Fig. 1: signal wires by layer
Scale bar: 20 µm.
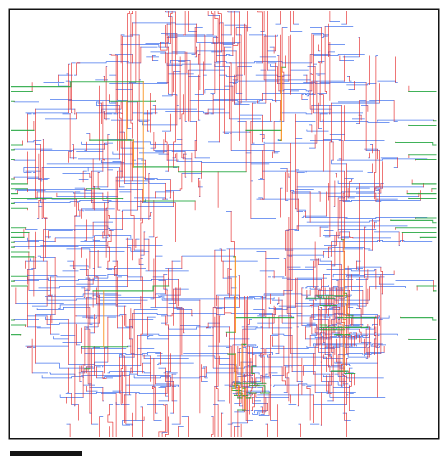
Fig. 2: placement view
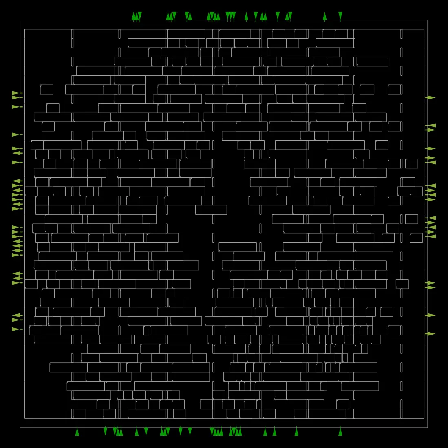
### src/rtl/wb_pkg.sv
// Shared types and constants for the ALU writeback unit: flag bit positions,
// ARM-style condition codes and the buffered entry layout.
package wb_pkg;

    localparam int FLAG_V = 3;
    localparam int FLAG_Z = 2;
    localparam int FLAG_C = 1;
    localparam int FLAG_N = 0;

    localparam logic [3:0] COND_EQ = 4'd0;
    localparam logic [3:0] COND_NE = 4'd1;
    localparam logic [3:0] COND_CS = 4'd2;
    localparam logic [3:0] COND_CC = 4'd3;
    localparam logic [3:0] COND_MI = 4'd4;
    localparam logic [3:0] COND_PL = 4'd5;
    localparam logic [3:0] COND_VS = 4'd6;
    localparam logic [3:0] COND_VC = 4'd7;
    localparam logic [3:0] COND_HI = 4'd8;
    localparam logic [3:0] COND_LS = 4'd9;
    localparam logic [3:0] COND_GE = 4'd10;
    localparam logic [3:0] COND_LT = 4'd11;
    localparam logic [3:0] COND_GT = 4'd12;
    localparam logic [3:0] COND_LE = 4'd13;
    localparam logic [3:0] COND_AL = 4'd14;
    localparam logic [3:0] COND_NV = 4'd15;

    typedef struct packed {
        logic [31:0] rslt;
        logic [3:0]  flags;
        logic [4:0]  rd;
        logic [3:0]  cond;
        logic        set_flags;
    } wb_entry_t;

endpackage

### src/rtl/wb_cond_check.sv
// Combinational ARM-style condition evaluator: decides whether an instruction
// with condition code cond executes given the status flags {V,Z,C,N}.
module wb_cond_check
    import wb_pkg::*;
(
    input  logic [3:0] cond,
    input  logic [3:0] flags,
    output logic       pass
);

    logic w_v, w_z, w_c, w_n;

    assign w_v = flags[FLAG_V];
    assign w_z = flags[FLAG_Z];
    assign w_c = flags[FLAG_C];
    assign w_n = flags[FLAG_N];

    always_comb begin
        pass = 1'b0;
        case (cond)
            COND_EQ: pass = w_z;
            COND_NE: pass = !w_z;
            COND_CS: pass = w_c;
            COND_CC: pass = !w_c;
            COND_MI: pass = w_n;
            COND_PL: pass = !w_n;
            COND_VS: pass = w_v;
            COND_VC: pass = !w_v;
            COND_HI: pass = w_c && !w_z;
            COND_LS: pass = !w_c || w_z;
            COND_GE: pass = (w_n == w_v);
            COND_LT: pass = (w_n != w_v);
            COND_GT: pass = !w_z && (w_n == w_v);
            COND_LE: pass = w_z || (w_n != w_v);
            COND_AL: pass = 1'b1;
            default: pass = 1'b0;
        endcase
    end

endmodule

### src/rtl/alu_writeback_unit.sv
// In-order writeback buffer between ALU and register file with conditional
// execution. Define WB_PERF_CNT_EN to add commit/annul performance counters.
module alu_writeback_unit
    import wb_pkg::*;
#(
    parameter int DEPTH        = 2,
    parameter int R0_HARDWIRED = 0
) (
    input  logic        wb_clk,
    input  logic        wb_rst_n,
    input  logic        in_valid,
    output logic        in_ready,
    input  logic [31:0] in_rslt,
    input  logic [3:0]  in_flags,
    input  logic [4:0]  in_rd,
    input  logic [3:0]  in_cond,
    input  logic        in_set_flags,
    input  logic        flush,
    input  logic        rf_busy,
    output logic        rf_we,
    output logic [4:0]  rf_waddr,
    output logic [31:0] rf_wdata,
`ifdef WB_PERF_CNT_EN
    output logic [31:0] commit_cnt,
    output logic [31:0] annul_cnt,
`endif
    output logic [3:0]  flags_q
);

    localparam int PTR_W = $clog2(DEPTH);
    localparam int CNT_W = PTR_W + 1;
    localparam logic [CNT_W-1:0] FULL_CNT = CNT_W'(DEPTH);

    wb_entry_t        r_mem [DEPTH];
    logic [PTR_W-1:0] r_wr_ptr;
    logic [PTR_W-1:0] r_rd_ptr;
    logic [CNT_W-1:0] r_count;

    wb_entry_t w_head;
    wb_entry_t w_in_entry;
    logic      w_push;
    logic      w_pop;
    logic      w_pass;
    logic      w_write;
    logic      w_r0_block;

    // in_ready depends only on occupancy, so a full buffer never accepts even
    // when the head commits on the same edge.
    assign in_ready   = (r_count != FULL_CNT);
    assign w_push     = in_valid && in_ready && !flush;
    assign w_pop      = (r_count != '0) && !rf_busy && !flush;
    assign w_head     = r_mem[r_rd_ptr];
    assign w_in_entry = '{rslt: in_rslt, flags: in_flags, rd: in_rd,
                          cond: in_cond, set_flags: in_set_flags};

    wb_cond_check u_cond_check (
        .cond  (w_head.cond),
        .flags (flags_q),
        .pass  (w_pass)
    );

    assign w_r0_block = (R0_HARDWIRED != 0) && (w_head.rd == 5'd0);
    assign w_write    = w_pop && w_pass && !w_r0_block;

    always_ff @(posedge wb_clk) begin
        if (w_push) begin
            r_mem[r_wr_ptr] <= w_in_entry;
        end
    end

    always_ff @(posedge wb_clk or negedge wb_rst_n) begin
        if (!wb_rst_n) begin
            r_wr_ptr <= '0;
            r_rd_ptr <= '0;
            r_count  <= '0;
            rf_we    <= 1'b0;
            rf_waddr <= '0;
            rf_wdata <= '0;
            flags_q  <= '0;
        end else begin
            rf_we <= w_write;
            if (flush) begin
                r_wr_ptr <= '0;
                r_rd_ptr <= '0;
                r_count  <= '0;
            end else begin
                if (w_push) begin
                    r_wr_ptr <= r_wr_ptr + 1'b1;
                end
                if (w_pop) begin
                    r_rd_ptr <= r_rd_ptr + 1'b1;
                end
                case ({w_push, w_pop})
                    2'b10:   r_count <= r_count + 1'b1;
                    2'b01:   r_count <= r_count - 1'b1;
                    default: r_count <= r_count;
                endcase
            end
            if (w_write) begin
                rf_waddr <= w_head.rd;
                rf_wdata <= w_head.rslt;
            end
            // Flags follow the condition, not the R0 suppression.
            if (w_pop && w_pass && w_head.set_flags) begin
                flags_q <= w_head.flags;
            end
        end
    end

`ifdef WB_PERF_CNT_EN
    always_ff @(posedge wb_clk or negedge wb_rst_n) begin
        if (!wb_rst_n) begin
            commit_cnt <= '0;
            annul_cnt  <= '0;
        end else if (w_pop) begin
            if (w_pass) begin
                commit_cnt <= commit_cnt + 1'b1;
            end else begin
                annul_cnt <= annul_cnt + 1'b1;
            end
        end
    end
`endif

endmodule

### config.mk
export PLATFORM = sky130hd
export DESIGN_NAME = alu_writeback_unit
export DESIGN_NICKNAME = d
export VERILOG_FILES = /design/src/rtl/wb_pkg.sv /design/src/rtl/wb_cond_check.sv /design/src/rtl/alu_writeback_unit.sv
export SDC_FILE = /design/constraint.sdc
export NUM_CORES = 1
export LEC_CHECK = 0
export CORE_MARGIN = 1
export CORE_UTILIZATION = 40
export DETAILED_ROUTE_END_ITERATION = 16
export MAX_ROUTING_LAYER = met4
export PLACE_DENSITY = 0.7
export SKIP_CTS_REPAIR_TIMING = 1
export SLEW_MARGIN = 5
export SYNTH_ARGS = -nofsm -noshare
export SYNTH_HDL_FRONTEND = slang
export SYNTH_SLANG_ARGS = --single-unit
### constraint.sdc
create_clock -name wb_clk -period 13.9 [get_ports wb_clk]
set_input_delay 2.78 -clock wb_clk [delete_from_list [all_inputs] [get_ports wb_clk]]
set_output_delay 2.78 -clock wb_clk [all_outputs]
set_load 0.01 [all_outputs]
==> Changelog: implementation <==
### Changed

* Fraction of layout instances using a drive strength above 1 at 0.287
* Wire length of the first global-routing pass at 17,300 µm
* Final cell count without fillers at a little over 600
* TritonCTS clock tree: built
* Design Power at 1.37 mW
* Crit. End Element: flip-flop
* Yosys warnings at 0
* Number of buffers inserted during clock tree synthesis at 17
* Worst stage delay on the critical path at about 0.56 ns
* Post-detailed-route wirelength per cell at 17.8 µm
* Final worst clock skew at 0.00663 ns
* Final hold viol count at 0
* Deepest clock path buffer count at 2
* Nets at 467
* N_diodes at 0
* Chip area from the yosys synthesis statistics at around 5500 µm²
* Number of nets at floorplan at between 300 and 400
* Root buffer selected by CTS: clkbuf_16
* Post-synthesis instance area at 5540 µm²
* Critical path start-end classification: in2reg
* Io pins at 94
* Switching fraction of total power at 0.241
* Cell internal pwr at 1.04 mW
* Routability cong. at 0.857
* Dpl cells at roughly 570
* Instance count of the mapped netlist at 312
* Most area-consuming cells after synthesis: edfxtp_1 (50%), dfrtp_1 (21%), mux2_2 (12%), mux2_4 (5.1%), mux2i_1 (1.6%)
* DRC violations left at 0
* Final setup vio count at 0
* Total length of routed wires at 10,800 µm
* Number of instances on the worst hold path at 1
* DP Wirelength at 6600 µm
* Setup TNS at 0 ns
* Flip-flops with a built-in enable at 92
* Share of the yosys chip area belonging to registers at 0.706
* Most used flip-flop cell after synthesis: edfxtp_1
* Antenna violations before repair at 0
* Final critical path time including I/O delays and setup at ~4.6 ns
* Vias post-DR at 3,090
* Post-Route Utilization at 0.544
* Sequential group share of total power at 0.414
* Clock insertion delay at the later pin of the skew report at just over 0.4 ns
* Chip Height at roughly 120 µm
* Number of sinks driven by the clock tree at 138
* Critical path data required time at 14.19 ns
* Core Region at 13,400 µm²
* Reg2reg setup slack at approximately 10 ns
* Worst hold-check path type: reg2reg
* Commonest non-fill, non-tap cells in the layout: clkdlybuf4s50_1 (92), edfxtp_1 (92), mux2_2 (59)
* Net switching component of the power at 0.330 mW
* Core utilization before placement at 0.413
* Static leakage at 2.75 nW
* Die area at 14,300 µm²
* Initial detailed-routing violation count at 240
* Warning total across the stage logs at 26
* Power Density at 188 nW/µm²
* Storage cell area at 3920 µm²
* Cell count in the Yosys report at about 310
* Setup repair after global routing missed its margin: false
* Comb power frac at 0.228
* Gate Area at 1520 µm²
* IO Port Bufs at 93
* Slowest library cell on the worst path: clkdlybuf4s50_1
* Antenna-violating nets left at 0
* # Max-Cap Violations at 0
* Die Span X at 120 µm
* Synth-to-layout area growth at 31.6%
* Clock network fraction of design power at 0.358
* Post-CTS clock slew at the launch and capture registers of the worst setup and hold paths at ~0.050 ns
* Max-slew violation total from the final report at 0
* Synthesized area per cell at 17.8 µm²
* TritonRoute pass-1 iters at 4
* Number of global-route vias before repair at 3,298
* Number of flip-flops and latches in the synthesized netlist at approximately 140
* R2R cell count at 8
* Top cell type's share of synthesized area at 0.499
* Post-layout period usage of the worst path at 0.329
* Total routing resource utilization after global routing at 0.166
* Status: finished, final reports clean
* Distinct lib cells at 42
* Slew at the pin closest to its max-slew limit at approximately 0.74 ns
* Max Clk Rate at 0.219 GHz
* Average via count per standard cell at 5.11
About Fig. 1:
legend:
  blue:
    layer: met1
    wire_length: 4,630 µm
  orange:
    layer: met4
    wire_length: 185 µm
  red:
    layer: met2
    wire_length: 5,430 µm
  green:
    layer: met3
    wire_length: 528 µm

About Fig. 2:
num rows: 42
fraction of standard cell area that is sequential: 0.537

==> kinds of logic after synthesis <==
group           synth area share
flops                      0.706
mux                        0.193
simple gates              0.0375
compound gates            0.0346
buf+inv                   0.0226
xor+xnor                 0.00632
==> layout make-up <==
type | instances | area share
timing repair buffer | 98 | 0.132
clock buffer | 21 | 0.0676
inverter | 5 | 0.00257
clock inverter | 11 | 0.0223
multi-input combinational | 156 | 0.208
sequential | 138 | 0.537
tap | 176 | 0.0302
==> registers in the layout, summed over array words and instances, names as in the netlist <==
name / cells
flags_q: 4
r_count: 2
r_mem: 92
r_rd_ptr: 1
r_wr_ptr: 1
rf_waddr: 5
rf_wdata: 32
rf_we: 1
==> power groups by stage <==
stage / clock [mW] / combinational [mW] / sequential (mW)
after global routing: 0.518 / 0.332 / 0.575
after CTS: 0.498 / 0.317 / 0.567
after global placement: 0 / 0.307 / 0.571
after detailed placement: 0 / 0.317 / 0.571
final: 0.489 / 0.312 / 0.566
after floorplan: 0 / 0.127 / 0.586
==> metrics by stage <==
stage	area [µm²]	hold WS, ns
after CTS	7290	0.509
after global routing	7290	0.530
final	7290	0.507
after detailed placement	6640	0.496
after global placement	6640	0.494
after floorplan	5540	0.502
==> routing by layer <==
metal  wire (µm)  GRT usage  vias up
met1        4630      0.196     1555
met2        5430      0.271      111
li1            -          -     1395
met3         528     0.0447       29
met5           0          -        -
met4         184     0.0648        0
==> worst max-delay path, delay by kind of cell <==
family,cells,cell delay (ns)
compound gates,3,0.70
buf+inv,2,1.00
mux,1,0.38
==> Yosys cell counts (2+ instances only) <==
| master | n |
|---|---|
| mux2_4 | 19 |
| o32ai_1 | 2 |
| buf_12 | 2 |
| xnor2_1 | 2 |
| a311o_1 | 2 |
| mux2i_2 | 2 |
| nor3b_1 | 2 |
| clkbuf_1 | 3 |
| buf_4 | 2 |
| mux2_2 | 59 |
| a32oi_1 | 2 |
| nand3b_1 | 4 |
| buf_2 | 2 |
| nor2_1 | 8 |
| nand2_1 | 7 |
| o21ai_1 | 3 |
| dfrtp_1 | 46 |
| edfxtp_1 | 92 |
| xor2_1 | 2 |
| mux2i_1 | 9 |
| a21oi_1 | 5 |
| nor3_1 | 2 |
| nand3_1 | 3 |
| buf_1 | 2 |
| a211o_1 | 2 |
| buf_6 | 2 |
| nand2b_1 | 3 |
| inv_1 | 5 |
| o21ai_0 | 5 |
==> final timing paths <==
| kind | startpoint | to |
|---|---|---|
| worst max-delay path | rf_busy | rf_wdata[16]$_DFFE_PN0P_ |
| worst max register to register | r_rd_ptr$_DFFE_PN0P_ | rf_wdata[16]$_DFFE_PN0P_ |
| worst min register to register | rf_wdata[23]$_DFFE_PN0P_ | rf_wdata[23]$_DFFE_PN0P_ |
| min in group asynchronous | wb_rst_n | rf_wdata[11]$_DFFE_PN0P_ |
| worst min-delay path | rf_wdata[23]$_DFFE_PN0P_ | rf_wdata[23]$_DFFE_PN0P_ |
| max in group asynchronous | wb_rst_n | r_rd_ptr$_DFFE_PN0P_ |
Power and IR drop assume default switching activity.
